`src/rtl/colmem_tap_arbiter.sv`:
```
// Per-column capture FIFOs with timestamping, merged round-robin into one tagged
// ready/valid stream, with column masking, saturating drop counting and sticky overflow flags.
`ifndef ARCADIA_SECTION_COLUMNS
`define ARCADIA_SECTION_COLUMNS 4
`endif
`ifndef ARCADIA_CORE_DATA_BITS
`define ARCADIA_CORE_DATA_BITS 8
`endif

module colmem_tap_arbiter #(
  parameter int unsigned COLUMNS   = `ARCADIA_SECTION_COLUMNS,
  parameter int unsigned DATA_BITS = `ARCADIA_CORE_DATA_BITS,
  parameter int unsigned DEPTH     = 4,
  parameter int unsigned TS_BITS   = 16,
  parameter int unsigned CW        = $clog2(COLUMNS)
) (
  input  logic                           clock,
  input  logic                           reset,
  input  logic                           enable,
  input  logic [COLUMNS-1:0]             col_mask,
  input  logic [COLUMNS-1:0]             colmem_read,
  input  logic [COLUMNS*DATA_BITS-1:0]   colmem_out,
  output logic                           out_valid,
  input  logic                           out_ready,
  output logic [CW-1:0]                  out_col,
  output logic [DATA_BITS-1:0]           out_data,
  output logic [TS_BITS-1:0]             out_ts,
  input  logic                           clear_stats,
  output logic [15:0]                    drop_count,
  output logic [COLUMNS-1:0]             overflow
);

  localparam int unsigned AW = $clog2(DEPTH);
  localparam int unsigned EW = DATA_BITS + TS_BITS;

  logic [TS_BITS-1:0] ts;
  logic [EW-1:0]      mem [COLUMNS][DEPTH];
  logic [AW:0]        wr_ptr [COLUMNS];
  logic [AW:0]        rd_ptr [COLUMNS];
  logic [CW-1:0]      rr_ptr;

  logic [COLUMNS-1:0] nonempty, full, req, accept, pop, drop;
  logic               load, found;
  logic [CW-1:0]      winner;
  logic [CW:0]        idx, ndrop;
  logic [16:0]        drop_sum;

  always_comb begin
    nonempty = '0;
    full     = '0;
    req      = '0;
    for (int unsigned c = 0; c < COLUMNS; c++) begin
      nonempty[c] = (wr_ptr[c] != rd_ptr[c]);
      full[c]     = ((wr_ptr[c] - rd_ptr[c]) == (AW+1)'(DEPTH));
      req[c]      = enable & col_mask[c] & colmem_read[c];
    end
  end

  // Search order rr_ptr, rr_ptr+1, ... wrapping at COLUMNS (which need not be a power of 2).
  always_comb begin
    load   = !out_valid || out_ready;
    found  = 1'b0;
    winner = '0;
    idx    = '0;
    for (int unsigned i = 0; i < COLUMNS; i++) begin
      idx = {1'b0, rr_ptr} + (CW+1)'(i);
      if (idx >= (CW+1)'(COLUMNS)) idx = idx - (CW+1)'(COLUMNS);
      if (!found && nonempty[idx[CW-1:0]]) begin
        found  = 1'b1;
        winner = idx[CW-1:0];
      end
    end
    pop = '0;
    if (load && found) pop[winner] = 1'b1;
  end

  // A full FIFO still accepts a push when it is popped in the same cycle.
  always_comb begin
    accept = req & (~full | pop);
    drop   = req & ~accept;
    ndrop  = '0;
    for (int unsigned c = 0; c < COLUMNS; c++) ndrop = ndrop + (CW+1)'(drop[c]);
    drop_sum = {1'b0, drop_count} + 17'(ndrop);
  end

  always_ff @(posedge clock) begin
    for (int unsigned c = 0; c < COLUMNS; c++) begin
      if (accept[c])
        mem[c][wr_ptr[c][AW-1:0]] <= {colmem_out[c*DATA_BITS +: DATA_BITS], ts};
    end
  end

  always_ff @(posedge clock) begin
    if (reset) begin
      ts         <= '0;
      rr_ptr     <= '0;
      out_valid  <= 1'b0;
      out_col    <= '0;
      out_data   <= '0;
      out_ts     <= '0;
      drop_count <= '0;
      overflow   <= '0;
      for (int unsigned c = 0; c < COLUMNS; c++) begin
        wr_ptr[c] <= '0;
        rd_ptr[c] <= '0;
      end
    end else begin
      ts <= ts + TS_BITS'(1);
      for (int unsigned c = 0; c < COLUMNS; c++) begin
        if (accept[c]) wr_ptr[c] <= wr_ptr[c] + (AW+1)'(1);
        if (pop[c])    rd_ptr[c] <= rd_ptr[c] + (AW+1)'(1);
      end
      if (load) begin
        if (found) begin
          out_valid            <= 1'b1;
          out_col              <= winner;
          {out_data, out_ts}   <= mem[winner][rd_ptr[winner][AW-1:0]];
          rr_ptr               <= (winner == CW'(COLUMNS-1)) ? '0 : winner + CW'(1);
        end else begin
          out_valid <= 1'b0;
        end
      end
      // A drop in the clearing cycle is kept rather than lost.
      if (clear_stats) begin
        drop_count <= 16'(ndrop);
        overflow   <= drop;
      end else begin
        drop_count <= drop_sum[16] ? '1 : drop_sum[15:0];
        overflow   <= overflow | drop;
      end
    end
  end

endmodule

```
`config.mk`:
```
export PLATFORM = sky130hd
export DESIGN_NAME = colmem_tap_arbiter
export DESIGN_NICKNAME = d
export VERILOG_FILES = /design/src/rtl/colmem_tap_arbiter.sv
export SDC_FILE = /design/constraint.sdc
export NUM_CORES = 1
export LEC_CHECK = 0
export CORE_ASPECT_RATIO = 1.5
export CORE_MARGIN = 5
export CORE_UTILIZATION = 50
export DETAILED_ROUTE_END_ITERATION = 16
export PLACE_DENSITY = 0.68
export SLEW_MARGIN = 15
export SYNTH_ARGS = -nofsm -noshare
export SYNTH_HDL_FRONTEND = slang
export SYNTH_SLANG_ARGS = --single-unit
export TNS_END_PERCENT = 20
```
`constraint.sdc`:
```
create_clock -name clock -period 7.2 [get_ports clock]
set_input_delay 2.16 -clock clock [delete_from_list [all_inputs] [get_ports clock]]
set_output_delay 2.16 -clock clock [all_outputs]
set_load 0.005 [all_outputs]
```
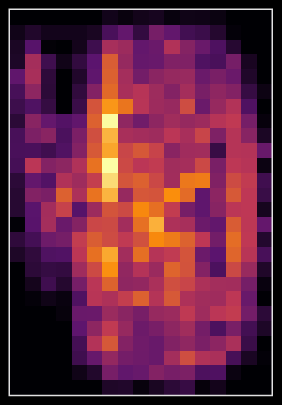
(routed metal per tile)
(1.5 px per um) 17 x 26 tiles, from black (low) to pale yellow (high), scaled to the fullest tile. Values are wire area over tile area, all layers added.
densest ninth of the die	center
mean over tiles	0.20
nearly empty tiles	14%
emptiest ninth of the die	lower left
fullest tile	0.63
tiles over half the peak	20%
total wire length: 53.7 mm
total vias in the final route: 13.6k

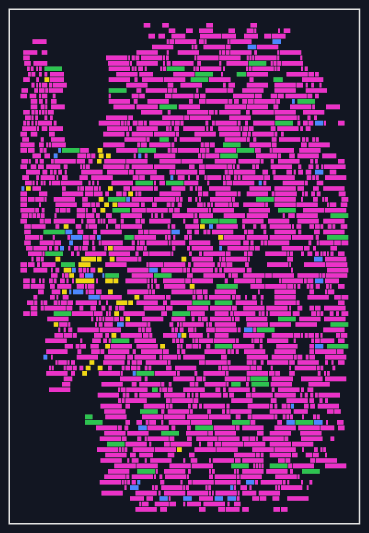
(cells by drive strength)
(2 px per um)
color	size	cells	share	most used
magenta	_0 and _1 cells	1520	91%	edfxtp_1
green	_6 and larger	61	3.6%	clkbuf_16
yellow	_3 and _4 cells	46	2.7%	buf_4
blue	_2 cells	47	2.8%	o211ai_2
count of non-CTS buffers in the layout: 129
post-layout instance area: 0.0231 sq mm

==> out/results.txt <==
power density over cell area = 417 mW/mm^2
number of endpoints failing setup at the final stage = 0
worst setup path endpoint = drop_count[1]
placed cell area = 0.0216 sq mm
xor and xnor area share after synthesis = 0.0167
Worst path depth = 20
number of DRC violations after detailed-routing iteration 0 = 1417
multiplexer share of the synthesized area = 0.0128
CTS clock-pin slew for the worst setup and hold paths = 0.07 ns
Flops after synth = 473
R2R setup slack = 1.14 ns
proportion of layout cells with a drive suffix above 1 = 0.0920
largest power group = combinational logic
critical path launch point = out_ready
Placement Setup Slack = 0.406 ns
Clk pwr share = 0.252
layout overhead on the synthesized area = 14.3%
required time of the critical path = 7.70 ns
P_comb = 4.01 mW
clock network latency to the later pin of the worst-skew pair = 0.57 ns
Static Leakage = 7.95 nW
core occupancy in the finished layout = 0.576
Floorplan Core Area = 0.0402 sq mm
internal cell power = 5.82 mW
kind of launch point of the worst setup path = input port
capture point of the worst reg-to-reg path = drop_count[1]
post-route ant nets = 0
logic area = 0.00604 sq mm
sort of element at the end of the critical path = flop
status = completed
source of the worst register-to-register timing path = wr_ptr[1][0]
Maximum Capacitance Violations = 0
Min-Delay Startpoint = out_ts[14]
adder and majority gate portion of the synthesized area = 0.0236
count of multi-input combinational gates = 938
overall power = 9.64 mW
FP Core Util = 0.504
combinational family with the most area after synthesis = AND-OR/OR-AND gates
Clk power = 2.43 mW
IR drop worst, VDD = 0.000388 V
fill cell total of the finished layout = 3220
CTS tree = built
sequential share of power = 0.332
combinational share of cell area = 0.261
total I/O pin count = 92
DPL Wire Length = 28.0 mm
Tmin final = 6.22 ns
CP bufs+invs = 3
final-report max-slew violation count = 0
final-layout clock buffer total = 63
Worst Hold Endpoint = out_ts[14]
most common cell in the netlist = edfxtp_1
per-instance average area after synthesis = 12.8 sq um
sequential share of the synthesized area = 0.669
global router's overall resource usage = 0.237
aggregate negative setup slack = 0 ns
and+or+nand+nor area frac = 0.112
CTS Hold Bufs = 0
post-detailed-route via-to-cell ratio = 6.25
number of I/O port buffers = 91
count of cell types in the netlist = 52
Avg WL per Cell = 24.7 um
floorplan net count = 1664
achievable clock frequency = 161 MHz
most instantiated flip-flop cell in the synthesis netlist = edfxtp_1
total congestion overflow = 0
share of total power in combinational logic = 0.416
Tcrit/Tclk final = 0.864
number of standard-cell rows in the floorplan = 90
cells in synth_stat.txt = 1582
worst slack on hold paths = 0.475 ns
detailed-routing iteration count for the pre-antenna-repair pass = 5
delay of the slowest cell on the worst path = 0.58 ns
die width = 174 um
critical path fanouts, max = 12
max-slew headroom at the worst pin = 0.267
leading cell types by total area after synthesis = edfxtp_1, dfxtp_1, nand3_1, nand2_1, o21ai_0
cell chosen for the clock root = clkbuf_16
count of placed standard cells in the final layout, fillers left out = 2180
deepest level of the CTS H-tree = 2
number of synthesized flops with an enable pin = 408
sequential cell area share = 0.585
Yosys chip area = 0.0203 sq mm
series of cell instances along the critical path = clkdlybuf4s50_1 > nor2b_1 > a31oi_1 > o21ai_1 > nor2_1 > nor3_2 > nand4_1 > fa_1 > inv_1 > ha_1 > ha_1 > inv_1 > fa_1 > nor2b_1 > o21bai_1 > nor3_1 > nand2b_1 > a21oi_1 > a21oi_1 > nor2_1
## per-layer routing
| metal | global-route usage | share of wire | vias up |
|---|---|---|---|
| met5 | 0 | 0 | - |
| met4 | 0.0913 | 0.036 | 0 |
| met3 | 0.0340 | 0.077 | 109 |
| met2 | 0.408 | 0.50 | 636 |
| met1 | 0.304 | 0.38 | 6764 |
| li1 | - | - | 6125 |
## registers in the layout (all words and copies together), names as in the netlist
register    cells
mem           384
out_ts         16
rd_ptr         12
ts             16
rr_ptr          2
out_data        8
out_col         2
drop_count     16
wr_ptr         12
overflow        4
out_valid       1
## cell usage in the layout (no fill, tap or decap), types with 51 or more instances in the layout
cell type / n
edfxtp_1: 408
o211ai_1: 51
dfxtp_1: 65
nand3_1: 161
nand2_1: 135
clkdlybuf4s50_1: 90
o21ai_0: 102
nor2_1: 55
Power and IR drop assume default switching activity.
